Figure 1. Wires at chosen ports, followed through buffers (run 1).
Scale bar: 20 µm.
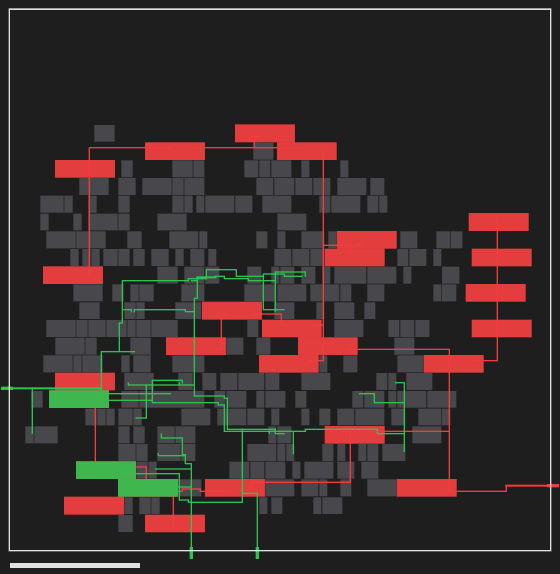
Figure 2. Layout detail (run 1).
Scale bar: 10 µm. Window x 26 to 56, y 26 to 56 µm. Cells in gray, sequential cells in the stronger gray; small squares are vias.
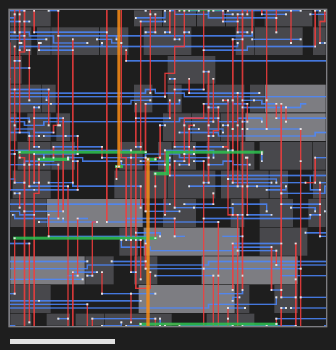
Figure 3. Routed metal, one color a layer (run 1).
Two of the layers only.
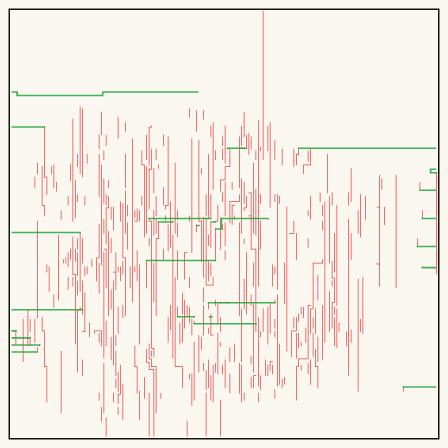
**src/rtl/ng_cnt_sched_if.sv**
```systemverilog
// ---------------------------------------------------------------------------
// ng_cnt_sched_if
//   Grant handshake between the priority-counter scheduler and the
//   control-pulse sequencer's counter-cycle logic.
//
//   CNT_RQ   scheduler -> sequencer  grant valid
//   CNT_SEL  scheduler -> sequencer  granted cell index, stable while CNT_RQ=1
//   CNT_ACK  sequencer -> scheduler  one-cycle acceptance of the current grant
//
//   master : scheduler side (ng_cnt_sched)
//   slave  : sequencer side
// ---------------------------------------------------------------------------
interface ng_cnt_sched_if;
  logic       CNT_RQ;
  logic [2:0] CNT_SEL;
  logic       CNT_ACK;

  modport master (
    output CNT_RQ,
    output CNT_SEL,
    input  CNT_ACK
  );

  modport slave (
    input  CNT_RQ,
    input  CNT_SEL,
    output CNT_ACK
  );
endinterface

```
**src/rtl/ng_cnt_sched.sv**
```systemverilog
// ---------------------------------------------------------------------------
// ng_cnt_sched
//   Priority-counter scheduler for the clock and time-pulse generator.
//   Accumulates increment requests for eight counter cells and, at each
//   entry into TP12, grants at most one cell to the control-pulse sequencer.
//
//   Cells: 0 TIME1, 1 TIME2, 2 TIME3, 3 TIME4, 4 TIME5, 5..7 external sources.
//
//   Ports
//     CLK1      in   CLK1 clock, all state changes on posedge
//     NPURST    in   asynchronous active-low master reset
//     TPG       in   current time-pulse state (4 bits)
//     F10X      in   100 Hz pulse, requests cells 0,2,3,4
//     OVF1      in   TIME1 overflow pulse, requests cell 1
//     EXT_REQ   in   external pulses, bit k requests cell 5+k
//     SCH_EN    in   1 = new grants allowed
//     sched     grant handshake (CNT_RQ / CNT_SEL out, CNT_ACK in)
//     PEND_ANY  out  some cell has a nonzero pending count (registered)
//     DROP      out  one-cycle pulse, a request was lost to saturation
//     DROP_ID   out  lowest cell index that lost a request
//
//   Configuration
//     CNT_SCHED_RR_EN  defined   : round-robin arbitration, search starts at
//                                  the cell after the last retired grant
//                      undefined : fixed priority, lowest index wins
// ---------------------------------------------------------------------------
module ng_cnt_sched #(
  parameter logic [3:0] TP12_CODE = 4'd13
) (
  input  logic             CLK1,
  input  logic             NPURST,
  input  logic [3:0]       TPG,
  input  logic             F10X,
  input  logic             OVF1,
  input  logic [2:0]       EXT_REQ,
  input  logic             SCH_EN,
  ng_cnt_sched_if.master   sched,
  output logic             PEND_ANY,
  output logic             DROP,
  output logic [2:0]       DROP_ID
);

  typedef enum logic {
    ST_IDLE  = 1'b0,
    ST_GRANT = 1'b1
  } state_t;

  state_t     state_q, state_d;
  logic [2:0] sel_q, sel_d;
  logic [1:0] pc_q [8];
  logic [1:0] pc_d [8];

  logic [7:0] req;
  logic [7:0] ret;
  logic [7:0] nz;
  logic [7:0] drop_vec;
  logic       retire;
  logic       tp12_d;
  logic       tp12_entry;
  logic [2:0] winner;
  logic       drop_d;
  logic [2:0] drop_id_d;
  logic       pend_d;

  // Request vector: F10X feeds TIME1/3/4/5, OVF1 feeds TIME2.
  assign req = {EXT_REQ, F10X, F10X, F10X, OVF1, F10X};

  assign retire     = (state_q == ST_GRANT) && sched.CNT_ACK;
  assign ret        = retire ? (8'b0000_0001 << sel_q) : '0;
  assign tp12_entry = (TPG == TP12_CODE) && !tp12_d;

  // -------------------------------------------------------------------------
  // Pending counters: request and retirement in the same cycle cancel out.
  // -------------------------------------------------------------------------
  always_comb begin
    for (int unsigned i = 0; i < 8; i++) begin
      nz[i]       = (pc_q[i] != 2'd0);
      drop_vec[i] = 1'b0;
      pc_d[i]     = pc_q[i];
      if (req[i] && !ret[i]) begin
        if (pc_q[i] == 2'd3) begin
          drop_vec[i] = 1'b1;
        end else begin
          pc_d[i] = pc_q[i] + 2'd1;
        end
      end else if (ret[i] && !req[i] && (pc_q[i] != 2'd0)) begin
        pc_d[i] = pc_q[i] - 2'd1;
      end
    end
  end

  always_comb begin
    drop_d    = |drop_vec;
    drop_id_d = '0;
    // Scan downward so the lowest dropping index is the last one written.
    for (int unsigned i = 8; i > 0; i--) begin
      if (drop_vec[i-1]) begin
        drop_id_d = 3'(i - 1);
      end
    end
  end

  always_comb begin
    pend_d = 1'b0;
    for (int unsigned i = 0; i < 8; i++) begin
      if (pc_d[i] != 2'd0) begin
        pend_d = 1'b1;
      end
    end
  end

  // -------------------------------------------------------------------------
  // Arbitration, evaluated on the pre-update pending counts.
  // -------------------------------------------------------------------------
`ifdef CNT_SCHED_RR_EN
  logic [2:0] rr_ptr;
  logic [2:0] rr_idx;
  logic       rr_found;

  // rr_ptr holds the first index to search, i.e. one past the last retired
  // grant; 3-bit addition gives the 7->0 wrap for free.
  always_comb begin
    winner   = '0;
    rr_idx   = '0;
    rr_found = 1'b0;
    for (int unsigned k = 0; k < 8; k++) begin
      rr_idx = rr_ptr + 3'(k);
      if (!rr_found && nz[rr_idx]) begin
        winner   = rr_idx;
        rr_found = 1'b1;
      end
    end
  end

  always_ff @(posedge CLK1 or negedge NPURST) begin
    if (!NPURST) begin
      rr_ptr <= '0;
    end else if (retire) begin
      rr_ptr <= sel_q + 3'd1;
    end
  end
`else
  always_comb begin
    winner = '0;
    for (int unsigned k = 8; k > 0; k--) begin
      if (nz[k-1]) begin
        winner = 3'(k - 1);
      end
    end
  end
`endif

  // -------------------------------------------------------------------------
  // Grant FSM
  // -------------------------------------------------------------------------
  always_comb begin
    state_d = state_q;
    sel_d   = sel_q;
    case (state_q)
      ST_IDLE: begin
        if (tp12_entry && SCH_EN && (|nz)) begin
          state_d = ST_GRANT;
          sel_d   = winner;
        end
      end
      ST_GRANT: begin
        if (sched.CNT_ACK) begin
          state_d = ST_IDLE;
        end
      end
      default: state_d = ST_IDLE;
    endcase
  end

  always_ff @(posedge CLK1 or negedge NPURST) begin
    if (!NPURST) begin
      state_q  <= ST_IDLE;
      sel_q    <= '0;
      tp12_d   <= 1'b0;
      PEND_ANY <= 1'b0;
      DROP     <= 1'b0;
      DROP_ID  <= '0;
      for (int unsigned i = 0; i < 8; i++) begin
        pc_q[i] <= '0;
      end
    end else begin
      state_q  <= state_d;
      sel_q    <= sel_d;
      tp12_d   <= (TPG == TP12_CODE);
      PEND_ANY <= pend_d;
      DROP     <= drop_d;
      DROP_ID  <= drop_id_d;
      for (int unsigned i = 0; i < 8; i++) begin
        pc_q[i] <= pc_d[i];
      end
    end
  end

  assign sched.CNT_RQ  = (state_q == ST_GRANT);
  assign sched.CNT_SEL = sel_q;

endmodule

```
**src/flat_wrapper.sv**
```systemverilog
// flat-port wrapper written by rule: the top's interface ports become plain ports
module ng_cnt_sched_flat 
#(
  parameter logic [3:0] TP12_CODE = 4'd13
)
  (CLK1, NPURST, TPG, F10X, OVF1, EXT_REQ, SCH_EN, PEND_ANY, DROP, DROP_ID, sched_CNT_RQ, sched_CNT_SEL, sched_CNT_ACK);
  ng_cnt_sched_if sched_i ();
  input  logic CLK1;
  input  logic NPURST;
  input  logic [3:0] TPG;
  input  logic F10X;
  input  logic OVF1;
  input  logic [2:0] EXT_REQ;
  input  logic SCH_EN;
  output logic PEND_ANY;
  output logic DROP;
  output logic [2:0] DROP_ID;
  output wire logic [$bits(sched_i.CNT_RQ)-1:0] sched_CNT_RQ;
  output wire logic [$bits(sched_i.CNT_SEL)-1:0] sched_CNT_SEL;
  input wire logic [$bits(sched_i.CNT_ACK)-1:0] sched_CNT_ACK;
  assign sched_CNT_RQ = sched_i.CNT_RQ;
  assign sched_CNT_SEL = sched_i.CNT_SEL;
  assign sched_i.CNT_ACK = sched_CNT_ACK;
  ng_cnt_sched #(.TP12_CODE(TP12_CODE)) u_core (.CLK1(CLK1), .NPURST(NPURST), .TPG(TPG), .F10X(F10X), .OVF1(OVF1), .EXT_REQ(EXT_REQ), .SCH_EN(SCH_EN), .sched(sched_i), .PEND_ANY(PEND_ANY), .DROP(DROP), .DROP_ID(DROP_ID));
endmodule
```
**config.mk**
```make
export PLATFORM = sky130hd
export DESIGN_NAME = ng_cnt_sched_flat
export DESIGN_NICKNAME = d
export VERILOG_FILES = /design/src/rtl/ng_cnt_sched_if.sv /design/src/rtl/ng_cnt_sched.sv /design/src/flat_wrapper.sv
export SDC_FILE = /design/constraint.sdc
export NUM_CORES = 1
export LEC_CHECK = 0
export ABC_AREA = 0
export CAP_MARGIN = 25
export CORE_MARGIN = 2
export CORE_UTILIZATION = 35
export CTS_BUF_LIST = sky130_fd_sc_hd__clkbuf_2 sky130_fd_sc_hd__clkbuf_4 sky130_fd_sc_hd__clkbuf_8
export DETAILED_ROUTE_END_ITERATION = 12
export DONT_BUFFER_PORTS = 1
export SETUP_SLACK_MARGIN = 0.3
export SLEW_MARGIN = 20
export SYNTH_ARGS = -nofsm -noshare
export SYNTH_HDL_FRONTEND = slang
export SYNTH_SLANG_ARGS = --single-unit
```
**constraint.sdc**
```tcl
create_clock -name CLK1 -period 6.8 [get_ports CLK1]
set_input_delay 0.68 -clock CLK1 [delete_from_list [all_inputs] [get_ports CLK1]]
set_output_delay 0.68 -clock CLK1 [all_outputs]
set_load 0.05 [all_outputs]
```
==> notes.md, run 1 <==
The biggest area consumer among cell classes is logic gates. Dividing total power by cell area gives a power density of 187 nW/µm². In the synthesized netlist the async set-or-reset flop fraction comes to 100%. OpenROAD emitted warnings numbering 49.

Routability-driven placement finished with a final weighted congestion of 0.870. Per the post-route antenna check, the number of violating nets is 0. The end point of the critical path is u_core.PEND_ANY. With the clock buffer count in the final layout at 3, the number of buffers added on ports is 0. The fraction of final cell area spent on non-clock buffers in this run is 1.21%. The run finished with clean final reports. The run gives 3.80 ns as the setup slack of the worst register-to-register path. No sink is reached through more buffers than the 2 on the longest clock path. Of the cells placed in the final design, the portion with a size suffix greater than 1 is 5.06%.

The largest clock skew in the final design was 0.00722 ns; the layout multi-input combinational cell count was 183. The run gives 0 as the initial antenna violation count. Worst setup path startpoint: u_core.sched.CNT_SEL[2]. The kind of cell adding the most delay to the critical path was simple AND/OR/NAND/NOR gates. According to the dpl log, the detail-placed design has an HPWL of 3880 µm. The fraction of final cell area spent on clock buffers and inverters in this run is 1.82%. Per Yosys stat, the portion of area used by sequential elements is 29.9%. At the end of the flow, the number of nets in the layout was 283. Per the OpenROAD timing report, the critical path contains 6 cells. The run gives 24 for the number of inverters outside the clock class in the layout.

The count of H-tree levels built during CTS came out at 1. In the layout the commonest cells are sky130_fd_sc_hd__ha_1 (31), sky130_fd_sc_hd__dfrtp_1 (26), sky130_fd_sc_hd__inv_1 (24), sky130_fd_sc_hd__o21ai_0 (21), sky130_fd_sc_hd__nand2_1 (18). Yosys mapped a number of flops with a built-in enable equal to 0. TritonCTS built the clock tree.
Notes on Figure 1 above:
legend:
  red:
    port: `NPURST`
    bits: 1
    direction: input
    edge: right
    end_cells: 26
    buffers: 0
    wire: 268 µm
  green:
    port: `sched_CNT_SEL`
    bits: 3
    direction: output
    edge: 2 bottom, 1 left
    end_cells: 3
    buffers: 1
    wire: 346 µm

Notes on Figure 2 above:
legend:
  red:
    layer: M2
  orange:
    layer: M4
  blue:
    layer: M1
  green:
    layer: M3
netlist names of flops here include: `u_core.pc_q` (6), `u_core.PEND_ANY` (1)
cells with their middle in the window: 58
most frequent: ha_1 (9), inv_1 (7), dfrtp_1 (7)
sequential cells in the window: 7

Notes on Figure 3 above:
legend:
  green:
    layer: M3
    wire_length: 204 µm
  red:
    layer: M2
    wire_length: 2180 µm

==> run 1: metrics by stage <==
stage               power, mW  std cells  instance area (µm²)  setup slack (ns)  util [%]
floorplan               0.307        245                 2180              4.13         -
global placement        0.327        308                 2200              3.81      37.0
detailed placement      0.329        308                 2200              3.77      37.0
CTS                     0.423        311                 2250              3.74      37.7
global route            0.458        312                 2270              3.71      38.2
finish                  0.426        312                 2270              3.80      38.2
==> run 1: where the power goes <==
| group | switching (mW) | internal (mW) | leakage (nW) |
|---|---|---|---|
| combinational | 0.0695 | 0.0495 | 0.674 |
| sequential | 0.0443 | 0.171 | 0.294 |
| clock | 0.0520 | 0.0399 | 0.0216 |
==> run 1: routing by layer <==
layer / track usage [%] / wire length (µm) / vias up
met4: 3.43 / 44 / 0
met3: 3.28 / 204 / 4
met5: 0 / 0 / -
met2: 22.5 / 2180 / 35
met1: 23.0 / 2720 / 840
li1: - / - / 869
==> run 1: cell usage after synthesis (5+ instances only) <==
master and count:
sky130_fd_sc_hd__a211oi_1 5, sky130_fd_sc_hd__nor2_1 9, sky130_fd_sc_hd__o211ai_1 7, sky130_fd_sc_hd__inv_1 24, sky130_fd_sc_hd__nand2_1 18, sky130_fd_sc_hd__nand3_1 9
sky130_fd_sc_hd__nor4_1 8, sky130_fd_sc_hd__dfrtp_1 26, sky130_fd_sc_hd__nand4_1 5, sky130_fd_sc_hd__ha_1 31, sky130_fd_sc_hd__clkbuf_1 7, sky130_fd_sc_hd__o21ai_0 21
sky130_fd_sc_hd__xnor2_1 8
==> run 1: sequential cells by signal (all words and copies together) (netlist names) <==
signal,flops
u_core.DROP,1
u_core.pc_q,16
u_core.PEND_ANY,1
u_core.sched.CNT_SEL,3
u_core.sched.CNT_RQ,1
u_core.DROP_ID,3
u_core.tp12_d,1
Figure 4. Clock routing (run 1).
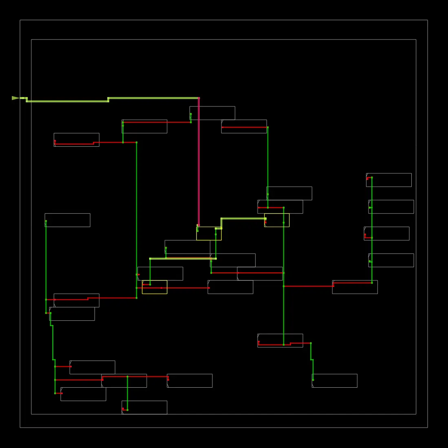

--- run 2 (diff from run 1) ---
==> constraint.sdc (replaced) <==
create_clock -name CLK1 -period 3.13 [get_ports CLK1]
set_input_delay 0.313 -clock CLK1 [delete_from_list [all_inputs] [get_ports CLK1]]
set_output_delay 0.313 -clock CLK1 [all_outputs]
set_load 0.05 [all_outputs]
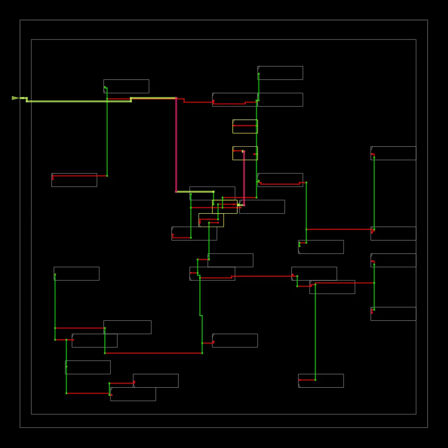
Figure 5: run 2, clock routing.
sequential cell count of the final layout: 26
CLK BUF: 4
Clock Skews: 0.00274 ns
reported clock group power: 0.238 mW
Clock Sink Count: 26

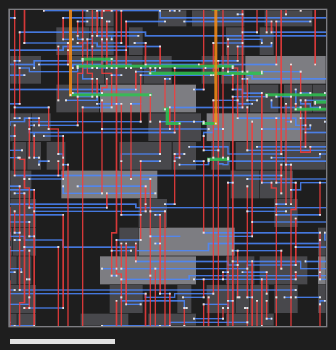
Figure 6: run 2, layout detail.
Scale bar: 10 µm. Window x 26 to 56, y 26 to 56 µm. Cells in gray, sequential cells in the stronger gray; small squares are vias.
legend:
  red:
    layer: M2
  green:
    layer: M3
  blue:
    layer: M1
  orange:
    layer: M4
cells with their middle in the window: 57
netlist names of flops here include: `u_core.pc_q` (5), `u_core.PEND_ANY` (1)
sequential cells in the window: 6
most frequent: inv_1 (7), dfrtp_1 (6), nor4_1 (5)

==> run 2 against run 1 <==
Worst setup slack worse by 3.3 ns; cell count rose by 2.2%; global-route usage grew 0.36 points; register-to-register slack worse by 3.3 ns; hold slack gained 0.041 ns; sequential cell count stayed put; synthesized cell count unchanged; sequential share of layout area fell by 0.68 points; fmax up 14%; critical path depth stayed put.
==> notes.md, run 2 <==
The met3 demand-to-capacity share in global routing was 2.39% (-0.89 points). The share of flip-flops with an asynchronous set or reset was 100% (unchanged). The total placed instance area is 2240 µm² (+1.7%), and the sequential fraction of the synthesis area is 29.9% (unchanged).

The highest metal layer used by the detailed router was met4. The kind of cell adding the most delay to the critical path is simple AND/OR/NAND/NOR gates. The number of buffers added on ports works out to 0 (unchanged).

The synthesis stats list as the most numerous cell sky130_fd_sc_hd__ha_1. The layout multi-input combinational cell count was 183 (unchanged). Global route summary, busiest routing layer listed as met2. The tools report the final antenna-violating net count as 0 (unchanged). The number of inverters outside the clock class in the layout is 24 (unchanged), and the synthesized cell area is 2180 µm².

The flow ran to the end, and the final reports show no timing, DRC or antenna violations. The fraction of final layout cells with drive strength greater than 1 was 8.20% (+3.1 points); the met1 track demand over resource in global routing was 22.4% (-0.55 points). The power density of the placed cells came out at 417 nW/µm² (+120%). The buffer share of cell area was 2.90% (+1.7 points); the sum of met2 wire segment lengths after detailed routing was 2460 µm (+13%). Counting instances in the post-synthesis netlist gives the leading cell types as sky130_fd_sc_hd__ha_1 (31), sky130_fd_sc_hd__dfrtp_1 (26), sky130_fd_sc_hd__inv_1 (24), sky130_fd_sc_hd__o21ai_0 (21), sky130_fd_sc_hd__nand2_1 (18). The number of warnings the tools reported came out at 49 (unchanged). The number of buffers on the longest clock path is 2 (unchanged), and the total routed wire length on the met1 layer is 2500 µm (-8.0%). The initial antenna violation count is 0 (unchanged). The half-perimeter wire length after placement is 3970 µm (+2.3%). The number of synthesized flops with an enable pin works out to 0 (unchanged).

For the summed area of non-filler cells in the final layout, the log shows 2330 µm² (+2.6%). The count of H-tree levels built during CTS is 1 (unchanged), and the amount of wire on met3 after detailed routing is 226 µm (+11%). The final weighted congestion in routability-driven placement is 0.812 (-6.7%).

Ranked by total area, the top cell class in this layout is logic gates. For the final-stage net count, the log shows 289 (+2.1%). TritonCTS built the clock tree. The setup slack of the worst register-to-register path was 0.50 ns (-3.30 ns).
run 2: cell counts after synthesis:
No cell type changed its count.
run 2: repair_timing:
item | in CTS | in global routing
endpoints found under the setup margin | 0 | 1
gates resized | 0 | 2
hold buffers | 2 | 0
hold endpoints to repair | 26 | 0
run 2: how the worst max path moves through the flow:
stage                                  startpoint               to  slack (ns)  cells past startpoint
after floorplan               u_core.sched.CNT_RQ  u_core.PEND_ANY        0.46                      7
after global placement    u_core.sched.CNT_SEL[0]  u_core.PEND_ANY        0.51                      6
after detailed placement  u_core.sched.CNT_SEL[0]  u_core.PEND_ANY        0.46                      6
after CTS                 u_core.sched.CNT_SEL[0]  u_core.PEND_ANY        0.44                      6
after global routing      u_core.sched.CNT_SEL[2]  u_core.PEND_ANY        0.31                      6
final                     u_core.sched.CNT_SEL[2]  u_core.PEND_ANY        0.50                      6
run 2: cells by family (layout without fill, tap and decap cells):
family	after synthesis	after routing	synth area share, %
adders and majority gates	31	31	17.8
DFF	26	26	29.9
xor gates and xnor gates	9	9	3.62
and+or+nand+nor	83	83	22.5
AOI/OAI and AO/OA	55	55	16.6
buffers and inverters	36	35	7.13
muxes	5	5	2.42
run 2: where the power goes:
group	switching (mW)	internal, mW
clock	0.125	0.113
sequential	0.0833	0.372
combinational	0.170	0.109
total	0.379	0.594
run 2: stage by stage:
| step | total power, mW | setup WS (ns) | utilization, % | instances |
|---|---|---|---|---|
| after floorplan | 0.668 | 0.462 | - | 245 |
| after global placement | 0.720 | 0.515 | 37.6 | 313 |
| after detailed placement | 0.727 | 0.465 | 37.6 | 313 |
| after CTS | 0.979 | 0.443 | 39.1 | 319 |
| after global routing | 1.04 | 0.314 | 39.2 | 319 |
| final | 0.972 | 0.505 | 39.2 | 319 |
Power is estimated from default activity; no workload was simulated.
